### src/rtl/mem_arbiter.sv
`default_nettype none
// ============================================================================
// Module   : mem_arbiter
// Brief    : Round-robin arbiter sharing one single-ported memory between the
//            instruction-fetch and load/store ports, with fixed read latency.
// Revision : 1.0
// ============================================================================
module mem_arbiter #(
  parameter int DW  = 32,
  parameter int AW  = 32,
  parameter int LAT = 2
) (
  input  logic          clk,
  input  logic          rst,
  input  logic          if_req,
  input  logic [AW-1:0] if_addr,
  output logic          if_gnt,
  output logic          if_rvalid,
  output logic [DW-1:0] if_rdata,
  input  logic          d_req,
  input  logic          d_we,
  input  logic [AW-1:0] d_addr,
  input  logic [DW-1:0] d_wdata,
  output logic          d_gnt,
  output logic          d_rvalid,
  output logic [DW-1:0] d_rdata,
  output logic          mem_en,
  output logic          mem_we,
  output logic [AW-1:0] mem_addr,
  output logic [DW-1:0] mem_wdata,
  input  logic [DW-1:0] mem_rdata,
  output logic          busy
);

  localparam int c_CW = $clog2(LAT + 1);

  typedef enum logic [0:0] {
    S_IDLE = 1'b0,
    S_BUSY = 1'b1
  } state_t;

  state_t          r_state;
  logic [c_CW-1:0] r_lat_cnt;
  logic            r_owner;
  logic            r_last_winner;
  logic            r_if_rvalid;
  logic            r_d_rvalid;
  logic [DW-1:0]   r_if_rdata;
  logic [DW-1:0]   r_d_rdata;

  logic w_grant_ok;
  logic w_if_win;
  logic w_d_win;

  // Reset gating keeps every grant and memory strobe low while rst is held.
  assign w_grant_ok = (r_state == S_IDLE) && !rst;
  assign w_if_win   = w_grant_ok && if_req && (!d_req || r_last_winner);
  assign w_d_win    = w_grant_ok && d_req && (!if_req || !r_last_winner);

  assign if_gnt    = w_if_win;
  assign d_gnt     = w_d_win;
  assign mem_en    = w_if_win | w_d_win;
  assign mem_we    = w_d_win & d_we;
  assign mem_addr  = w_if_win ? if_addr : (w_d_win ? d_addr : '0);
  assign mem_wdata = w_d_win ? d_wdata : '0;

  assign busy      = (r_state == S_BUSY);
  assign if_rvalid = r_if_rvalid;
  assign d_rvalid  = r_d_rvalid;
  assign if_rdata  = r_if_rdata;
  assign d_rdata   = r_d_rdata;

  always_ff @(posedge clk) begin
    if (rst) begin
      r_state       <= S_IDLE;
      r_lat_cnt     <= '0;
      r_owner       <= 1'b0;
      r_last_winner <= 1'b1;
      r_if_rvalid   <= 1'b0;
      r_d_rvalid    <= 1'b0;
      r_if_rdata    <= '0;
      r_d_rdata     <= '0;
    end else begin
      r_if_rvalid <= 1'b0;
      r_d_rvalid  <= 1'b0;
      case (r_state)
        S_IDLE: begin
          if (w_if_win) begin
            r_last_winner <= 1'b0;
            r_owner       <= 1'b0;
            r_lat_cnt     <= c_CW'(LAT);
            r_state       <= S_BUSY;
          end else if (w_d_win) begin
            r_last_winner <= 1'b1;
            // Writes finish in the grant cycle; only reads occupy the port.
            if (!d_we) begin
              r_owner   <= 1'b1;
              r_lat_cnt <= c_CW'(LAT);
              r_state   <= S_BUSY;
            end
          end
        end
        S_BUSY: begin
          if (r_lat_cnt == c_CW'(1)) begin
            r_lat_cnt <= '0;
            r_state   <= S_IDLE;
            if (r_owner) begin
              r_d_rdata  <= mem_rdata;
              r_d_rvalid <= 1'b1;
            end else begin
              r_if_rdata  <= mem_rdata;
              r_if_rvalid <= 1'b1;
            end
          end else begin
            r_lat_cnt <= r_lat_cnt - c_CW'(1);
          end
        end
        default: r_state <= S_IDLE;
      endcase
    end
  end

endmodule
`default_nettype wire
### config.mk
export PLATFORM = sky130hd
export DESIGN_NAME = mem_arbiter
export DESIGN_NICKNAME = d
export VERILOG_FILES = /design/src/rtl/mem_arbiter.sv
export SDC_FILE = /design/constraint.sdc
export NUM_CORES = 1
export LEC_CHECK = 0
export ABC_AREA = 1
export CORE_ASPECT_RATIO = 1.1
export CORE_MARGIN = 4
export CORE_UTILIZATION = 33
export DETAILED_ROUTE_END_ITERATION = 8
export GPL_TIMING_DRIVEN = 0
export HOLD_SLACK_MARGIN = 0.05
export PLACE_DENSITY = 0.81
export SYNTH_ARGS = -nofsm -noshare
export SYNTH_HDL_FRONTEND = slang
export SYNTH_SLANG_ARGS = --single-unit
### constraint.sdc
create_clock -name clk -period 1.82 [get_ports clk]
set_clock_uncertainty 0.05 [all_clocks]
set_input_delay 0.364 -clock clk [delete_from_list [all_inputs] [get_ports clk]]
set_output_delay 0.364 -clock clk [all_outputs]
set_load 0.02 [all_outputs]
### M1 wires, run 1

Bar = 20 um.
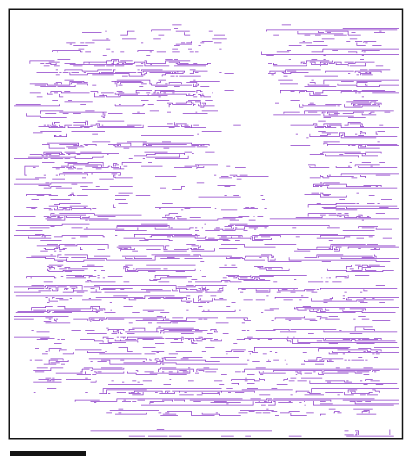
share of all routed wire: 38%
nets with wire on the layer: 841
longest straight run: 47.8 um

### Metal 2, run 1

Bar = 20 um. Cells faint in the background.
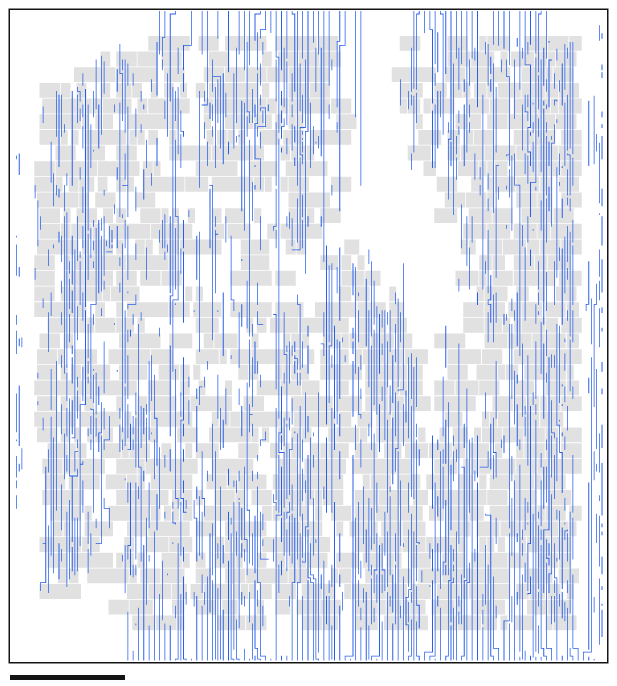
nets with wire on the layer: 807
longest straight run: 51.2 um
final wirelength: 16.3 mm
GR Util met2: 46.0%

### Signal wires on met3, run 1

Bar = 20 um. Cells faint in the background.
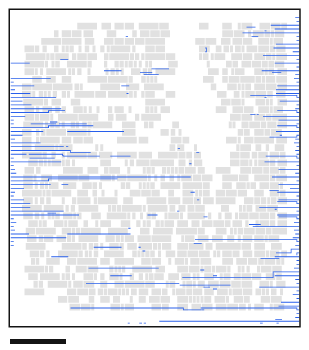
share of all routed wire: 8.3%
main direction: horizontal
longest straight run: 64.2 um
nets with wire on the layer: 161

==> qor.csv, run 1 <==
metric,value,unit
cts_sinks,71,
rr_endpoint,d_rdata[2]$_SDFFE_PP0P_,
violations,setup timing,
power_clock,0.00117,W
fin_crit_sh,111,%
crit_end,mem_addr[20],
lay_top_cells,"clkdlybuf4s50_1, nor2_1, nand2_1",
p_leak,3.14,nW
worst-path-buf-inv,4,
ys.flops,71,
rows,38,
path_depth,8,
finalSetupViolCount,68,
grt_pass1_vias,4356,
logic_area,1860,sq um
cts.htree.levels,3,
cts_tree,built,
setup_slack,-0.207,ns
yosys_most_used_dff,dfxtp_1,
status,"finished, violations left",
grt_pass1_wl,24.1,mm
register_area,1430,sq um
taps,120,
==> inputs of run 2 (changes only) <==
--- a/config.mk
+++ b/config.mk
@@ -6,6 +6,7 @@
 export NUM_CORES = 1
 export LEC_CHECK = 0
 export ABC_AREA = 1
+export CAP_MARGIN = 20
 export CORE_ASPECT_RATIO = 1.1
 export CORE_MARGIN = 4
 export CORE_UTILIZATION = 33
==> run 2 against run 1 <==
  * The flow still finishes with violations (setup timing)
  * Via count did not move
  * Cell area did not move
  * Worst setup slack did not move
  * Power stayed put
  * Maximum frequency unchanged
  * Clock-buffer cell count stayed put
  * Critical path type unchanged
==> qor.csv, run 2 <==
metric,value,unit,change
rows,38,,unchanged
cts-root-buf,clkbuf_8,,
register_area,1430,sq um,unchanged
reg2reg_slack,0.35,ns,
lay_top_cells,"clkdlybuf4s50_1, nor2_1, nand2_1",,
power-top-group,sequential cells,,
logic_family,simple AND/OR/NAND/NOR gates,,
ys_warn_count,0,,
violations,setup timing,,
die_h,113,um,
crit_end,mem_addr[20],,
path_depth,8,,unchanged
logic_area,1860,sq um,unchanged
pwr-share-comb,30.5,%,
worst-path-buf-inv,4,,unchanged
grt_pass1_wl,24.1,mm,unchanged
core_area,9840,sq um,
taps,120,,unchanged
peakVddDrop,0.000682,V,
reg2reg_depth,7,,
place_area,6140,sq um,
met2_usage,46.0,%,unchanged
dp_hpwl,11.9,mm,
cts_sinks,71,,unchanged
p_leak,3.14,nW,unchanged
crit_start,busy$_SDFF_PP0_,,
yosys_most_used_dff,dfxtp_1,,
seq_share,20.3,%,
placedCellCount,884,,
most_common_cell,nand2_1,,
whs_path_depth,2,,
drt-met1-wl,6.20,mm,
ys.flops,71,,unchanged
power_clock,0.00117,W,about the same
period_needed,2.03,ns,
status,"finished, violations left",,
setup_slack,-0.207,ns,unchanged
post_cts_resized,478,,
lay_top_count,clkdlybuf4s50_1,,
finalSetupViolCount,68,,unchanged
cts_tree,built,,
rr_endpoint,d_rdata[2]$_SDFFE_PP0P_,,
syn_area,3320,sq um,
routed_wl,16.3,mm,unchanged
grt_pass1_vias,4356,,unchanged
fin_crit_sh,111,%,unchanged
cts.htree.levels,3,,unchanged
### Metal 2, run 2

Bar = 20 um. Cells faint in the background.
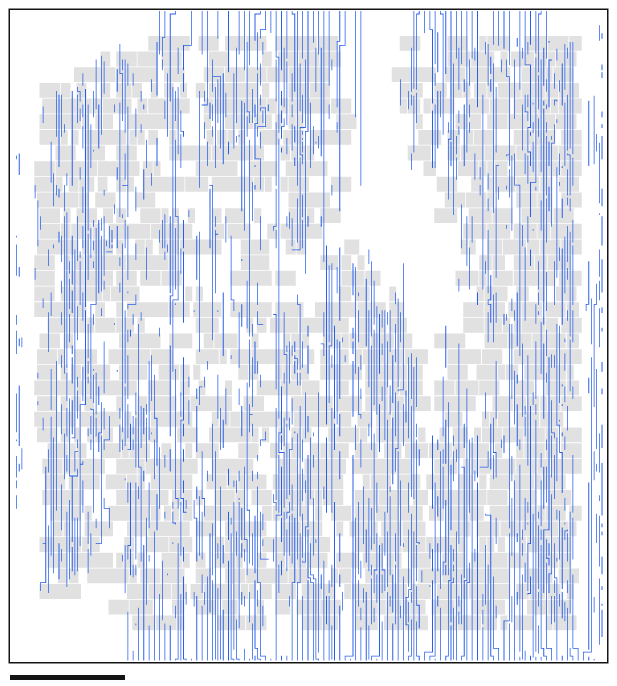
main direction: vertical
longest straight run: 51.2 um
routed via count: 4427

### The metal 4 layer, run 2

Bar = 20 um.
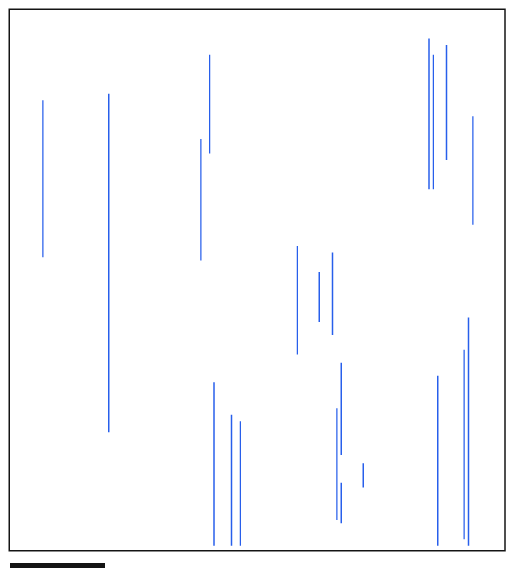
main direction: vertical
share of all routed wire: 3.5%
nets with wire on the layer: 20
wire length on this layer: 569 um
longest straight run: 70.7 um

### Track usage over the die, run 2

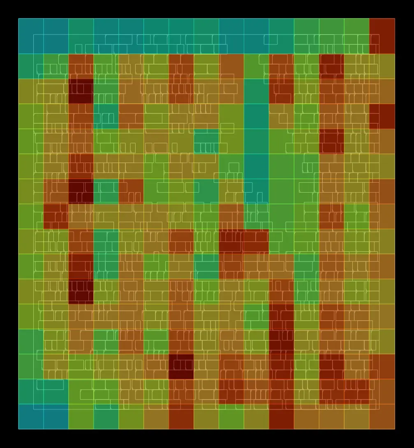
Final Core Density: 71.3%
Total GRT Usage: 26.1%
met1 Usage GRT: 28.9%
met3 Use GR: 9.18%
Avg WL per Cell: 17.7 um

==> inputs of run 3 (changes only) <==
--- a/config.mk
+++ b/config.mk
@@ -14,6 +14,7 @@
 export GPL_TIMING_DRIVEN = 0
 export HOLD_SLACK_MARGIN = 0.05
 export PLACE_DENSITY = 0.81
+export SKIP_CTS_REPAIR_TIMING = 1
 export SYNTH_ARGS = -nofsm -noshare
 export SYNTH_HDL_FRONTEND = slang
 export SYNTH_SLANG_ARGS = --single-unit
==> run 3 against run 2 <==
  * The flow still finishes with violations (setup timing)
  * Routed wire length fell by 3.5%
  * Power fell by 2.2%
  * Core utilization fell by 2.9 points
  * Combinational power fell by 7%
  * Critical path type unchanged
  * Largest power group unchanged
==> qor.csv, run 3 <==
metric,value,unit,change
path_depth,7,,-1
violations,setup timing,,
crit_end,mem_wdata[18],,
reg2reg_slack,0.28,ns,-0.07 ns
cts.htree.levels,3,,unchanged
dp_hpwl,11.9,mm,unchanged
yosys_most_used_dff,dfxtp_1,,
crit_start,busy$_SDFF_PP0_,,
ys_warn_count,0,,unchanged
taps,120,,unchanged
register_area,1430,sq um,about the same
reg2reg_depth,8,,+1
grt_pass1_vias,4162,,-4.5%
seq_share,21.2,%,+0.84 points
peakVddDrop,0.000681,V,about the same
placedCellCount,884,,unchanged
setup_slack,-0.205,ns,+0.00121 ns
most_common_cell,nand2_1,,
cts-root-buf,clkbuf_8,,
place_area,6140,sq um,unchanged
pwr-share-comb,29.0,%,-1.5 points
fin_crit_sh,111,%,about the same
finalSetupViolCount,68,,unchanged
logic_area,1640,sq um,-12%
status,"finished, violations left",,
power_clock,0.00117,W,about the same
grt_pass1_wl,22.6,mm,-6.3%
cts_tree,built,,
utilization,68.4,%,-2.9 points
die_h,113,um,unchanged
cts_sinks,71,,unchanged
logic_family,simple AND/OR/NAND/NOR gates,,
p_leak,3.08,nW,-1.9%
syn_area,3320,sq um,unchanged
worst-path-buf-inv,3,,-1
### Metal 2, run 3

Bar = 20 um. Cells faint in the background.
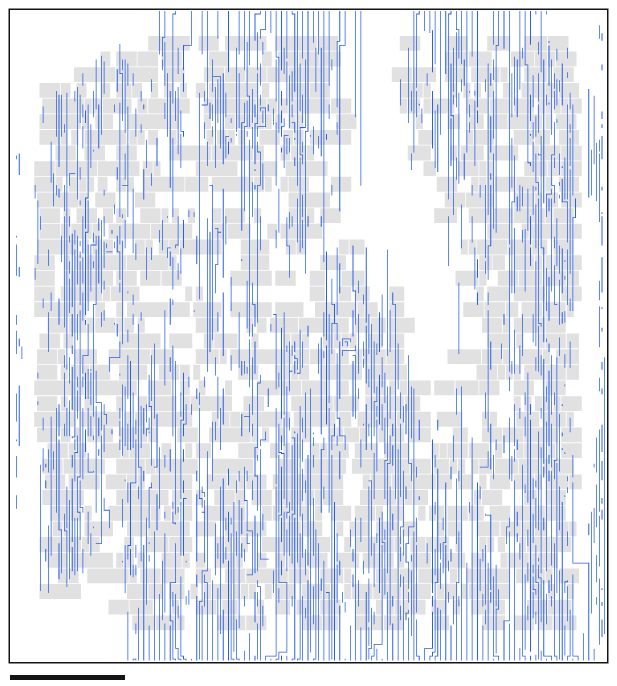
main direction: vertical
longest straight run: 47.9 um
wire length on this layer: 7880 um
share of all routed wire: 50%
nets with wire on the layer: 788
final wirelength: 15.7 mm
routed via count: 4354
GR Util met2: 42.3%

### Track usage over the die, run 3

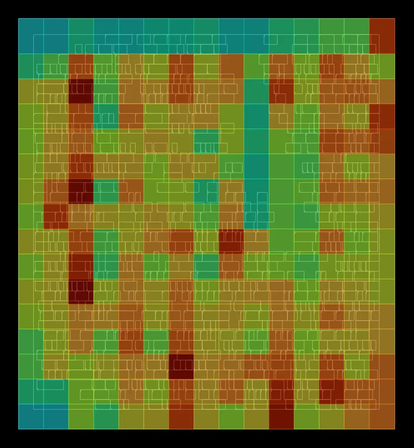
met1 Usage GRT: 27.3%
Avg WL per Cell: 17.1 um
Total GRT Usage: 24.3%
GR peak layer: met2

### Signal wires on met3, run 3

Bar = 20 um. Cells faint in the background.
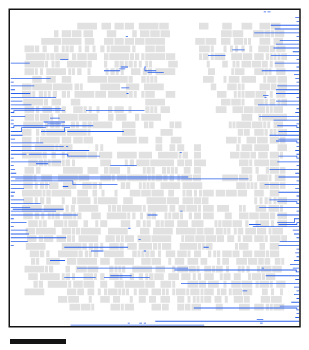
nets with wire on the layer: 158
longest straight run: 83.3 um

No activity file was given, so power comes from the tool's default toggle rates.
